$ cat config.mk
export PLATFORM = sky130hd
export DESIGN_NAME = wb_trace_tx
export DESIGN_NICKNAME = d
export VERILOG_FILES = /design/src/rtl/wb_trace_tx.sv
export SDC_FILE = /design/constraint.sdc
export NUM_CORES = 1
export LEC_CHECK = 0
export CAP_MARGIN = 5
export CORE_ASPECT_RATIO = 1.25
export CORE_MARGIN = 5
export CORE_UTILIZATION = 45
export DETAILED_ROUTE_END_ITERATION = 7
export PLACE_DENSITY_LB_ADDON = 0.05
export SYNTH_ARGS = -nofsm -noshare
export SYNTH_HDL_FRONTEND = slang
export SYNTH_SLANG_ARGS = --single-unit
$ cat constraint.sdc
create_clock -name CLK -period 7.8 [get_ports CLK]
set_clock_uncertainty 0.1 [all_clocks]
set_input_delay 0.78 -clock CLK [delete_from_list [all_inputs] [get_ports CLK]]
set_output_delay 0.78 -clock CLK [all_outputs]
set_load 0.01 [all_outputs]
$ cat src/rtl/wb_trace_tx.sv
// -----------------------------------------------------------------------------
// wb_trace_tx
// Register-writeback trace transmitter. Every architectural register write
// (destination index plus value) is captured into a small FIFO and streamed
// as a fixed-length byte record over a valid/ready link. An observer can
// rebuild the register file from the stream alone.
//
// Record layout, in transmit order:
//   byte0    = {ovf, 2'b00, DPTR[4:0]}   ovf=1: events were lost before this one
//   byte1..4 = RMDATA[7:0] .. RMDATA[31:24]
//   byte5..6 = ts[7:0], ts[15:8]         only when TRACE_TS_EN is defined
//
// Build option: define TRACE_TS_EN to add a 16-bit free-running cycle
// timestamp to each record (7-byte records instead of 5).
//
// Ports:
//   CLK       core clock, all state on rising edge
//   RES       asynchronous active-high reset
//   HLT       core halt, suppresses capture
//   WB_EN     writeback strobe, one cycle per register write
//   DPTR      destination register index (x0 writes are never traced)
//   RMDATA    value written to DPTR
//   TX_DATA   current record byte (0 while TX_VALID is low)
//   TX_VALID  TX_DATA valid
//   TX_READY  sink accepts the byte this cycle
//   LEVEL     FIFO occupancy
//   DROP_CNT  saturating count of events lost to a full FIFO
// -----------------------------------------------------------------------------
module wb_trace_tx #(
    parameter int DEPTH = 8,
    parameter int OVF_W = 8
) (
    input  logic                     CLK,
    input  logic                     RES,
    input  logic                     HLT,
    input  logic                     WB_EN,
    input  logic [4:0]               DPTR,
    input  logic [31:0]              RMDATA,
    output logic [7:0]               TX_DATA,
    output logic                     TX_VALID,
    input  logic                     TX_READY,
    output logic [$clog2(DEPTH):0]   LEVEL,
    output logic [OVF_W-1:0]         DROP_CNT
);

    localparam int AW = $clog2(DEPTH);

`ifdef TRACE_TS_EN
    localparam int NB = 7;
`else
    localparam int NB = 5;
`endif
    localparam logic [2:0] LAST  = 3'(NB - 1);
    // Stored entry drops the two constant zero bits of byte0.
    localparam int         ENT_W = NB * 8 - 2;

    typedef enum logic {S_IDLE, S_SEND} state_t;

    logic [ENT_W-1:0] r_mem [DEPTH];
    logic [AW:0]      r_wr_ptr, r_rd_ptr;
    logic             r_sticky;
    logic [OVF_W-1:0] r_drop;
    state_t           r_state;
    state_t           w_state_nxt;
    logic [2:0]       r_idx;
    logic [NB*8-1:0]  r_shift;

    logic             w_evt, w_push, w_pop, w_shift;
    logic             w_empty, w_full;
    logic [ENT_W-1:0] w_entry_in, w_head;
    logic [NB*8-1:0]  w_rec;

    // ------------------------------------------------------------------
    // Capture side
    // ------------------------------------------------------------------
`ifdef TRACE_TS_EN
    logic [15:0] r_ts;

    always_ff @(posedge CLK or posedge RES) begin
        if (RES) r_ts <= '0;
        else     r_ts <= r_ts + 16'd1;
    end

    assign w_entry_in = {r_ts, RMDATA, r_sticky, DPTR};
`else
    assign w_entry_in = {RMDATA, r_sticky, DPTR};
`endif

    assign w_evt   = WB_EN && !HLT && (DPTR != 5'd0);
    assign w_empty = (r_wr_ptr == r_rd_ptr);
    assign w_full  = (r_wr_ptr[AW] != r_rd_ptr[AW]) &&
                     (r_wr_ptr[AW-1:0] == r_rd_ptr[AW-1:0]);
    // A full FIFO still takes the event when the head leaves on the same edge;
    // both pointers then address the same slot, read before it is overwritten.
    assign w_push  = w_evt && (!w_full || w_pop);

    assign LEVEL    = r_wr_ptr - r_rd_ptr;
    assign DROP_CNT = r_drop;

    // NOTE: storage has no reset; the pointers alone define which slots are valid.
    always_ff @(posedge CLK) begin
        if (w_push) r_mem[r_wr_ptr[AW-1:0]] <= w_entry_in;
    end

    // NOTE: clocked state uses non-blocking assignments so every register samples pre-edge values.
    always_ff @(posedge CLK or posedge RES) begin
        if (RES) begin
            r_wr_ptr <= '0;
            r_rd_ptr <= '0;
            r_sticky <= 1'b0;
            r_drop   <= '0;
        end else begin
            if (w_push) r_wr_ptr <= r_wr_ptr + (AW+1)'(1);
            if (w_pop)  r_rd_ptr <= r_rd_ptr + (AW+1)'(1);
            // Sticky flag rides on the next accepted entry, then clears.
            if (w_push) begin
                r_sticky <= 1'b0;
            end else if (w_evt) begin
                r_sticky <= 1'b1;
                if (r_drop != {OVF_W{1'b1}}) r_drop <= r_drop + OVF_W'(1);
            end
        end
    end

    // ------------------------------------------------------------------
    // Serializer
    // ------------------------------------------------------------------
    assign w_head = r_mem[r_rd_ptr[AW-1:0]];
    assign w_rec  = {w_head[ENT_W-1:6], w_head[5], 2'b00, w_head[4:0]};

    // NOTE: every always_comb output gets a default first, so no path can infer a latch.
    always_comb begin
        w_state_nxt = r_state;
        w_pop       = 1'b0;
        w_shift     = 1'b0;
        case (r_state)
            S_IDLE: begin
                if (!w_empty) begin
                    w_pop       = 1'b1;
                    w_state_nxt = S_SEND;
                end
            end
            S_SEND: begin
                if (TX_READY) begin
                    if (r_idx == LAST) begin
                        // Chain straight into the next record when one is waiting.
                        if (!w_empty) w_pop = 1'b1;
                        else          w_state_nxt = S_IDLE;
                    end else begin
                        w_shift = 1'b1;
                    end
                end
            end
            default: w_state_nxt = S_IDLE;
        endcase
    end

    always_ff @(posedge CLK or posedge RES) begin
        if (RES) begin
            r_state <= S_IDLE;
            r_idx   <= '0;
            r_shift <= '0;
        end else begin
            r_state <= w_state_nxt;
            if (w_pop) begin
                r_shift <= w_rec;
                r_idx   <= '0;
            end else if (w_shift) begin
                r_shift <= r_shift >> 8;
                r_idx   <= r_idx + 3'd1;
            end
        end
    end

    assign TX_VALID = (r_state == S_SEND);
    assign TX_DATA  = TX_VALID ? r_shift[7:0] : 8'h00;

endmodule

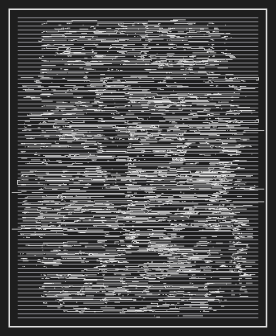
*Met1 routing, run 1*
Supply wires on this layer in gray.
longest straight run	50.6 um
wire length on this layer	12,900 um
main direction	horizontal
share of all routed wire	44%
Vias: 6,794
WL final: 29,200 um

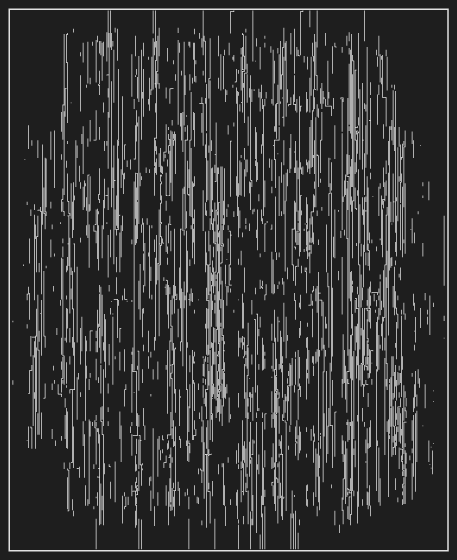
*M2 wires, run 1*
nets with wire on the layer	761
wire length on this layer	14,600 um
share of all routed wire	50%
met2 global-route usage: 0.277

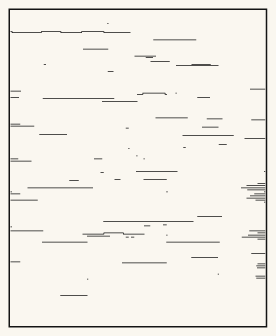
*Met3 routing, run 1*
wire length on this layer	1,080 um
main direction	horizontal
nets with wire on the layer	57
longest straight run	59.3 um
met3 Resource Use GR: 0.0299

==> Changelog: implementation, run 1 <==
## Flow update

* Max-cap viol count at 0
* HP Start: r_rd_ptr[3]
* Synth area leader: edfxtp_1
* Yosys aoi share at 0.0340
* Final Setup Violations at 0
* Flops after synth at 365
* Hold Crit Class: reg -> reg
* Yosys top cell by instances: edfxtp_1
* Combinational share of power at 0.272
* Worst-skew pair later-pin latency at 510 ps
* Vias per cell at 5.58
* Yosys warning tally at 0
* Worst R2R End: r_shift[7]
* CP Capture Point: r_shift[7]
* Setup_tns at 0 ps
* Power share of the clock group at 0.285
* Largest register FFs at 304
* Post-Place Setup Slack at 3460 ps
* Yosys adder share at 0.00842
* Synth-to-Final Area Change at 16.0%
* Fin area at 0.0165 mm2
* CTS tree: yes
* CTS max path bufs at 3
* CP required at 8080 ps
* Max-area cell share at 0.640
* Crit path arrival time at 4560 ps
* Worst-path clk slew at 60 ps
* Top Consumer: sequential cells
* XOR Share, Synth at 0.00912
* Non-Clock Buffer Count at 77
* DP Area at 0.0154 mm2
* Unrepaired setup endpoints after global routing: no
* Finished Core Util at 0.524
* Sequential logic power at 0.00259 W
* Die Span Y at 209 um
* YS chip area at 0.0143 mm2
* CP Class: reg -> reg
* Sw frac at 0.288
* Slowest stage cell, crit path: buf_4
* Top cells by count: edfxtp_1 (304), mux4_2 (76), dfrtp_1 (61)
* Tool warning count at 27
* Share of layout cells above drive strength 1 at 0.242
* Clk root buf: clkbuf_16
* Basic Gates by Area at 0.0347
* Reg2Reg Setup Slack at 3530 ps
* Total global routing track utilization at 0.167
* Max FO, Critical Path at 73
* Core footprint at 0.0316 mm2
* Comb pwr at 0.00159 W
* R2R Path Start: r_rd_ptr[2]
* Pleak at 5.53 nW
* Outcome: finished clean
* Ys async rst share at 0.167
* PwrDens at 353 mW/mm2
* Seq pwr share at 0.443
* Tally of unique sky130hd cells used after synthesis at 44
* Hold Vio Cnt, Final at 0
* Tap cells at 412
* Die x size at 169 um
* Post_cts resized at 0
* Post-synthesis cell count at 703
* Most frequent cells in the layout: edfxtp_1 (304), mux4_2 (76), clkdlybuf4s50_1 (62)
* Largest cell class: registers
* Avg Synthesized Cell Area at 20.3 um2
* Flop share of the area at 0.644
* Combinational gate area at 0.00347 mm2
* P_sw at 0.00168 W
* Top cell excl fill/tap: edfxtp_1
* #MultiIn Comb at 289
* Placement Rows at 73
* ANT cells at 0
* Period minus WS final at 4270 ps
* Drt drc at 0
* IO buf count at 62
* Critical Path End Type: flip-flop
* Final Non-Filler Cells at 1,217
* Final HPWL DP at 16,100 um
* End of the worst hold path: r_rd_ptr[3]
* DRT iter0 DRCs at 422
* Die area at 0.0354 mm2
* Post-synth top flop: edfxtp_1
* Worst-margin pin slew at 1170 ps
* Hold Crit Depth at 1
* Dpl cells at 1,154
* Startpoint Class: flip-flop
* Largest logic family: multiplexers
* H-tree depth at 2
[run 1: worst max-delay path, delay by kind of cell, from the launching register on]
family | cells | cell delay (ps)
AND-OR/OR-AND | 2 | 1080
AND/OR/NAND/NOR | 2 | 970
flip-flops | 1 | 340
adder cells (fa/ha/maj) | 1 | 460
buffers and inverters | 2 | 1190
[run 1: per-layer routing]
| metal | GRT usage | up-vias | share of wire |
|---|---|---|---|
| met5 | 0 | - | 0 |
| met4 | 0.0442 | 0 | 0.020 |
| met3 | 0.0299 | 41 | 0.037 |
| met2 | 0.277 | 115 | 0.50 |
| met1 | 0.230 | 3618 | 0.44 |
| li1 | - | 3020 | - |
### Metal 4, run 1

The bar under the picture is 50 um long. Supply wires on this layer in gray. Cells faint in the background.
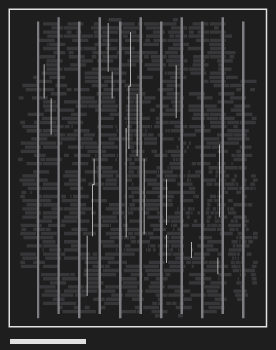

## Run 2: what changed since run 1
- clock period: 7.8 -> 3.84 ns (I/O delays scaled with it)
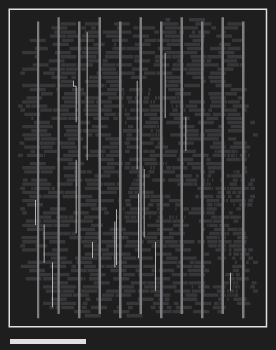
*Metal 4, run 2*
The bar under the picture is 50 um long. Supply wires on this layer in gray. Cells faint in the background.
share of all routed wire	2.0%
main direction	vertical

==> Changelog: implementation, run 2 <==
## Flow update

* Post-synth top flop: edfxtp_1
* M1 GR Usage at 0.223 (-0.00736)
* Top Consumer: sequential cells
* WL met1 at 12,200 um (-5.6%)
* Final HPWL DP at 16,300 um (+1.5%)
* Synth area leader: edfxtp_1
* Share of layout cells above drive strength 1 at 0.253 (+0.0111)
* Clk root buf: clkbuf_16
* CP delay by family, top: buffers and inverters
* Vias at 6,801 (+0.10%)
* DR WL met3 at 1080 um (unchanged)
* Die area at 0.0354 mm2 (unchanged)
* Vias per cell at 5.55 (-0.55%)
* Setup_tns at 0 ps (unchanged)
* YS chip area at 0.0143 mm2 (unchanged)
* Top cell excl fill/tap: edfxtp_1
* ANT cells at 0 (unchanged)
* Hold Vio Cnt, Final at 0 (unchanged)
* CP required at 3360 ps (-4720 ps)
* Largest logic family: multiplexers
* PwrDens at 718 mW/mm2 (+100%)
* Dpl cells at 1,158 (+0.35%)
* IO buf count at 62 (unchanged)
* Max FO, Critical Path at 8 (-89%)
* Worst-path clk slew at 60 ps (about the same)
* Drt drc at 0 (unchanged)
* Outcome: finished clean
* Tally of unique sky130hd cells used after synthesis at 44 (unchanged)
* Tool warning count at 28 (+3.7%)
* Period minus WS final at 3320 ps
* Sequential logic power at 0.00523 W (+100%)
* Flops after synth at 365 (unchanged)
* DP Area at 0.0156 mm2 (+1.2%)
* Power share of the clock group at 0.293 (+0.008)
* Final Setup Violations at 0 (unchanged)
* Total global routing track utilization at 0.166 (-0.00107)
* R2R Path Start: r_wr_ptr[0]
* Hold Crit Class: in -> async
* Unrepaired setup endpoints after global routing: no
* Die Span Y at 209 um (unchanged)
* Placement Rows at 73 (unchanged)
* Yosys aoi share at 0.0340 (unchanged)
* Critical Path End Type: primary output
* Seq pwr share at 0.434 (-0.009)
* Yosys adder share at 0.00842 (unchanged)
* Basic Gates by Area at 0.0347 (unchanged)
* Max-cap viol count at 0 (unchanged)
* Finished Core Util at 0.531 (+0.00772)
* CP Class: reg -> out
* Synth-to-Final Area Change at 17.7%
* Post-Place Setup Slack at 789 ps (-2670 ps)
* Worst-margin pin slew at 895 ps (-276 ps)
* Met3 Resource Use GR at 0.0299 (unchanged)
* Fin area at 0.0168 mm2 (+1.5%)
* Reg2Reg Setup Slack at 810 ps (-2720 ps)
* Met2 global-route usage at 0.282 (+0.00481)
* CTS max path bufs at 3 (unchanged)
* Avg Synthesized Cell Area at 20.3 um2 (unchanged)
* Yosys warning tally at 0 (unchanged)
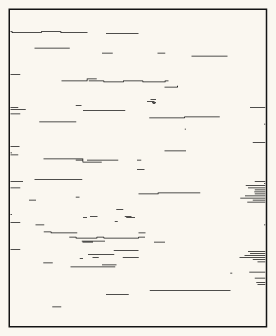
*Met3 routing, run 2*
nets with wire on the layer	60
main direction	horizontal

[run 2: cell types whose count changed in the layout (fill, tap and decap cells not counted), moves of 3 or more]
cell        change
buf_12          +7
buf_4           -3
clkbuf_1        -5
clkinv_2        +3
clkinv_4        -4
clkinvlp_4      +3
nor3_2          -4
nor3_4          +4
nor4_2          -4
nor4_4          +4
[run 2: final cells by class]
cell class | count | area [um2] | area share
Clock buffer | 46 | 1010 | 0.0599
Clock inverter | 21 | 188 | 0.0112
Inverter | 11 | 41.3 | 0.00246
Multi-Input combinational cell | 289 | 3530 | 0.210
Sequential cell | 365 | 10700 | 0.635
Tap cell | 412 | 515 | 0.0307
Timing Repair Buffer | 81 | 851 | 0.0507
Power and IR drop assume default switching activity.
